Figure 1. Routed clock nets over the placement.
Drawn at 4 px/um.
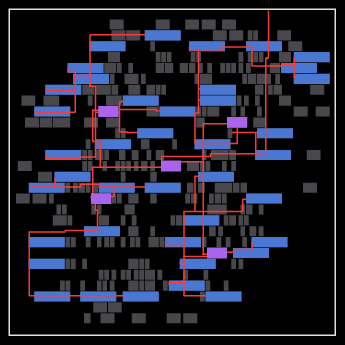
Figure 2. Congestion heat map.
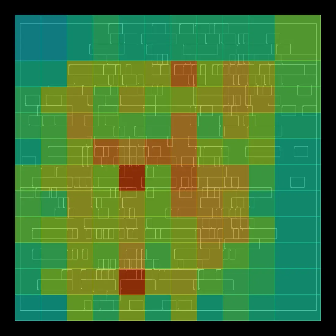
Figure 3. Metal 4.
Drawn at 4 px/um. Supply wires on this layer in grey.
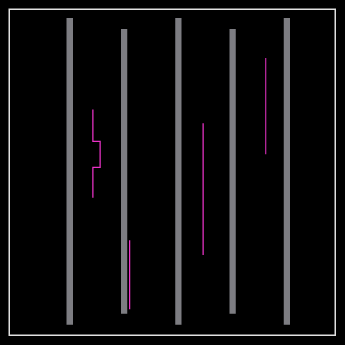
Figure 4. Cell density map.
Drawn at 4 px/um. The die is cut into 8 by 8 equal tiles; dark blue is low, red is high, 0 to 100% covered.
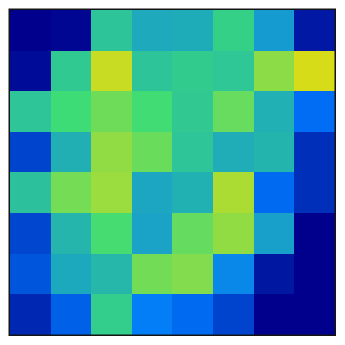
`config.mk`:
```
export PLATFORM = sky130hd
export DESIGN_NAME = bit_serializer
export DESIGN_NICKNAME = d
export VERILOG_FILES = /design/src/rtl/serializer_pkg.sv /design/src/rtl/word_hold.sv /design/src/rtl/bit_serializer.sv
export SDC_FILE = /design/constraint.sdc
export NUM_CORES = 1
export LEC_CHECK = 0
export ABC_AREA = 1
export CAP_MARGIN = 5
export CORE_UTILIZATION = 31
export DETAILED_ROUTE_END_ITERATION = 8
export GPL_TIMING_DRIVEN = 1
export PLACE_DENSITY = 0.51
export SLEW_MARGIN = 20
export SYNTH_ARGS = -nofsm -noshare
export SYNTH_HDL_FRONTEND = slang
export SYNTH_HIERARCHICAL = 1
export SYNTH_SLANG_ARGS = --single-unit
export TNS_END_PERCENT = 10
```
`constraint.sdc`:
```
create_clock -name clk -period 2.7 [get_ports clk]
set_input_delay 0.54 -clock clk [delete_from_list [all_inputs] [get_ports clk]]
set_output_delay 0.54 -clock clk [all_outputs]
set_load 0.02 [all_outputs]
```
`src/rtl/serializer_pkg.sv`:
```
`default_nettype none
// ============================================================================
// Module      : serializer_pkg
// Description : Shared types, default parameter values and the bit-select
//               helper used by the bit serializer and its hold buffer.
// Revision    : 1.0  initial release
// ============================================================================
package serializer_pkg;

   typedef enum logic [0:0] {
      IDLE  = 1'b0,
      SHIFT = 1'b1
   } state_t;

   localparam int unsigned DEF_WIDTH     = 8;
   localparam int unsigned DEF_CNT_W     = 16;
   localparam bit          DEF_MSB_FIRST = 1'b1;
   localparam bit          DEF_IDLE_BIT  = 1'b0;
   // Widest word the bit-select helper handles; words are zero-extended to it.
   localparam int unsigned MAX_W         = 64;

   // Returns the idx-th transmitted bit of a width-bit word. idx counts
   // transmission order, so idx 0 is the MSB when msb_first is set.
   function automatic logic bit_sel(input logic [MAX_W-1:0] word,
                                    input int unsigned      idx,
                                    input bit               msb_first,
                                    input int unsigned      width);
      int unsigned      pos;
      logic [MAX_W-1:0] tmp;
      pos = msb_first ? (width - 1 - idx) : idx;
      tmp = word >> pos;
      return tmp[0];
   endfunction

endpackage : serializer_pkg
`default_nettype wire

```
`src/rtl/word_hold.sv`:
```
`default_nettype none
// ============================================================================
// Module      : word_hold
// Description : One-entry holding buffer. Captures a word on i_load, releases
//               it on i_unload. o_ready is registered and is low during reset
//               and for the first cycle after release.
// Ports       : clk, rst (async, active-low)
//               i_load/i_data   - write a word into the empty buffer
//               i_unload        - mark the buffered word as consumed
//               o_data, o_full  - buffered word and its occupancy flag
//               o_ready         - buffer empty and out of reset (registered)
// Revision    : 1.0  initial release
// ============================================================================
module word_hold
   import serializer_pkg::*;
#(
   parameter int unsigned WIDTH = DEF_WIDTH
)(
   input  logic             clk,
   input  logic             rst,
   input  logic             i_load,
   input  logic [WIDTH-1:0] i_data,
   input  logic             i_unload,
   output logic [WIDTH-1:0] o_data,
   output logic             o_full,
   output logic             o_ready
);

   logic             r_full;
   logic             r_ready;
   logic [WIDTH-1:0] r_data;
   logic             w_full_nxt;

   // A load can only happen while empty and an unload only while full,
   // so the two never collide.
   always_comb begin
      w_full_nxt = r_full;
      if (i_load)
         w_full_nxt = 1'b1;
      else if (i_unload)
         w_full_nxt = 1'b0;
   end

   always_ff @(posedge clk or negedge rst) begin
      if (!rst) begin
         r_full  <= 1'b0;
         r_ready <= 1'b0;
         r_data  <= '0;
      end else begin
         r_full  <= w_full_nxt;
         r_ready <= !w_full_nxt;
         if (i_load)
            r_data <= i_data;
      end
   end

   assign o_data  = r_data;
   assign o_full  = r_full;
   assign o_ready = r_ready;

endmodule : word_hold
`default_nettype wire

```
`src/rtl/bit_serializer.sv`:
```
`default_nettype none
// ============================================================================
// Module      : bit_serializer
// Description : Accepts parallel words over valid/ready and emits them as a
//               gap-free one-bit-per-cycle stream. A one-entry hold buffer
//               lets the next word queue while the current one shifts.
// Ports       : clk, rst (async, active-low)
//               in_data/in_valid/in_ready - parallel word handshake
//               data_out, bit_valid       - registered serial bit + qualifier
//               busy                      - shifting or holding a word
//               words_sent                - wrapping count of finished words
// Revision    : 1.0  initial release
// ============================================================================
module bit_serializer
   import serializer_pkg::*;
#(
   parameter int unsigned WIDTH     = DEF_WIDTH,
   parameter bit          MSB_FIRST = DEF_MSB_FIRST,
   parameter logic        IDLE_BIT  = DEF_IDLE_BIT,
   parameter int unsigned CNT_W     = DEF_CNT_W
)(
   input  logic             clk,
   input  logic             rst,
   input  logic [WIDTH-1:0] in_data,
   input  logic             in_valid,
   output logic             in_ready,
   output logic             data_out,
   output logic             bit_valid,
   output logic             busy,
   output logic [CNT_W-1:0] words_sent
);

   localparam int unsigned      c_cw   = $clog2(WIDTH);
   localparam logic [c_cw-1:0]  c_last = c_cw'(WIDTH - 1);

   state_t             r_state;
   logic [WIDTH-1:0]   r_shift;
   logic [c_cw-1:0]    r_bit_cnt;
   logic               r_data_out;
   logic               r_bit_valid;
   logic [CNT_W-1:0]   r_words_sent;

   logic               w_accept;
   logic               w_last_bit;
   logic               w_hold_load;
   logic               w_hold_unload;
   logic               w_hold_full;
   logic               w_hold_ready;
   logic [WIDTH-1:0]   w_hold_data;
   logic [c_cw-1:0]    w_cnt_nxt;

   assign w_accept      = in_valid && w_hold_ready;
   assign w_last_bit    = (r_state == SHIFT) && (r_bit_cnt == c_last);
   // Mid-word accepts park in the hold buffer; an accept on the last bit
   // (hold necessarily empty) bypasses it straight into the shifter.
   assign w_hold_load   = w_accept && (r_state == SHIFT) && !w_last_bit;
   assign w_hold_unload = w_last_bit && w_hold_full;
   assign w_cnt_nxt     = r_bit_cnt + c_cw'(1);

   word_hold #(
      .WIDTH    (WIDTH)
   ) u_word_hold (
      .clk      (clk),
      .rst      (rst),
      .i_load   (w_hold_load),
      .i_data   (in_data),
      .i_unload (w_hold_unload),
      .o_data   (w_hold_data),
      .o_full   (w_hold_full),
      .o_ready  (w_hold_ready)
   );

   // data_out always presents the bit indexed by the post-edge bit_cnt, so a
   // freshly loaded word drives its first bit from the loading edge.
   always_ff @(posedge clk or negedge rst) begin
      if (!rst) begin
         r_state      <= IDLE;
         r_shift      <= '0;
         r_bit_cnt    <= '0;
         r_data_out   <= IDLE_BIT;
         r_bit_valid  <= 1'b0;
         r_words_sent <= '0;
      end else begin
         case (r_state)
            IDLE: begin
               if (w_accept) begin
                  r_shift     <= in_data;
                  r_bit_cnt   <= '0;
                  r_data_out  <= bit_sel(MAX_W'(in_data), 0, MSB_FIRST, WIDTH);
                  r_bit_valid <= 1'b1;
                  r_state     <= SHIFT;
               end else begin
                  r_data_out  <= IDLE_BIT;
                  r_bit_valid <= 1'b0;
               end
            end
            SHIFT: begin
               if (!w_last_bit) begin
                  r_bit_cnt  <= w_cnt_nxt;
                  r_data_out <= bit_sel(MAX_W'(r_shift), 32'(w_cnt_nxt),
                                        MSB_FIRST, WIDTH);
               end else begin
                  r_words_sent <= r_words_sent + CNT_W'(1);
                  r_bit_cnt    <= '0;
                  if (w_hold_full) begin
                     r_shift    <= w_hold_data;
                     r_data_out <= bit_sel(MAX_W'(w_hold_data), 0, MSB_FIRST, WIDTH);
                  end else if (w_accept) begin
                     r_shift    <= in_data;
                     r_data_out <= bit_sel(MAX_W'(in_data), 0, MSB_FIRST, WIDTH);
                  end else begin
                     r_state     <= IDLE;
                     r_data_out  <= IDLE_BIT;
                     r_bit_valid <= 1'b0;
                  end
               end
            end
            default: begin
               r_state     <= IDLE;
               r_data_out  <= IDLE_BIT;
               r_bit_valid <= 1'b0;
            end
         endcase
      end
   end

   assign in_ready   = w_hold_ready;
   assign data_out   = r_data_out;
   assign bit_valid  = r_bit_valid;
   assign busy       = (r_state == SHIFT) || w_hold_full;
   assign words_sent = r_words_sent;

endmodule : bit_serializer
`default_nettype wire
```
==> out/metrics.yaml <==
drt:
  first_iter_violations: 113
  met2_length_mm: 1.622
  routed_wl_mm: 4.140
  firstDrtPassIters: 4
  via_per_inst: 4.455
global_route:
  top_usage_layer: "met1"
layout:
  sh_comb_area: 0.3452
  final_area_um2: 2421
  fill_cells: 606
  drive_gt1_frac: 0.09630
worst_setup_path:
  r2r_cells: 8
  arrival_ns: 1.63
  worstSetupPathType: "flip-flop to output port"
  r2r_setup_slack_ns: 0.82
  r2r-start: "r_bit_cnt[0]"
  critical_path_buf_inv_count: 2
pwr:
  combPwrFrac: 0.390
  combinationalPower_mw: 0.871
synthesis:
  edf_count: 0
  synth_cell_types: 26
  ys_sh_simple: 0.2822
  logic_family: "simple AND/OR/NAND/NOR gates"
  top_cell: "nand2_1"
  adder_share: 0.01933
run:
  warning_count: 26
clocking:
  cts_num_sinks: 40
  cts_made_buffers: 5
  clk_pin_slew_worst_paths_ns: 0.08
sta:
  fin_skew_ns: 0.005637
  finalWorstSetupSlack_ns: 0.5262
  tightest_slew_ns: 0.9064
run_status:
  status: "finished clean"
placed_design:
  placed_area_um2: 2331
floorplanning:
  io_pins: 31
Back to the opening pictures, Figure 1:
- red: clock wires (length 569 um)
- blue: flip-flops (count 40)
- purple: cells driving clock nets (count 5)
- flops lie: all over the die
- routed clock nets: 6

Back to the opening pictures, Figure 2:
WL/cell: 12.00 um
GRT met3 Usage: 0.03034
final core occ: 0.4041
met2 usage: 0.1975
met1 Use GR: 0.2200

Back to the opening pictures, Figure 3:
- wire length on this layer: 98.9 um
- main direction: vertical
- nets with wire on the layer: 3
- share of all routed wire: 2.4%

Back to the opening pictures, Figure 4:
- emptiest ninth of the die: south-east
- nearly empty tiles: 9.4%
- fullest tile: 70%
- mean over tiles: 35%

No activity file was given, so power comes from the tool's default toggle rates.
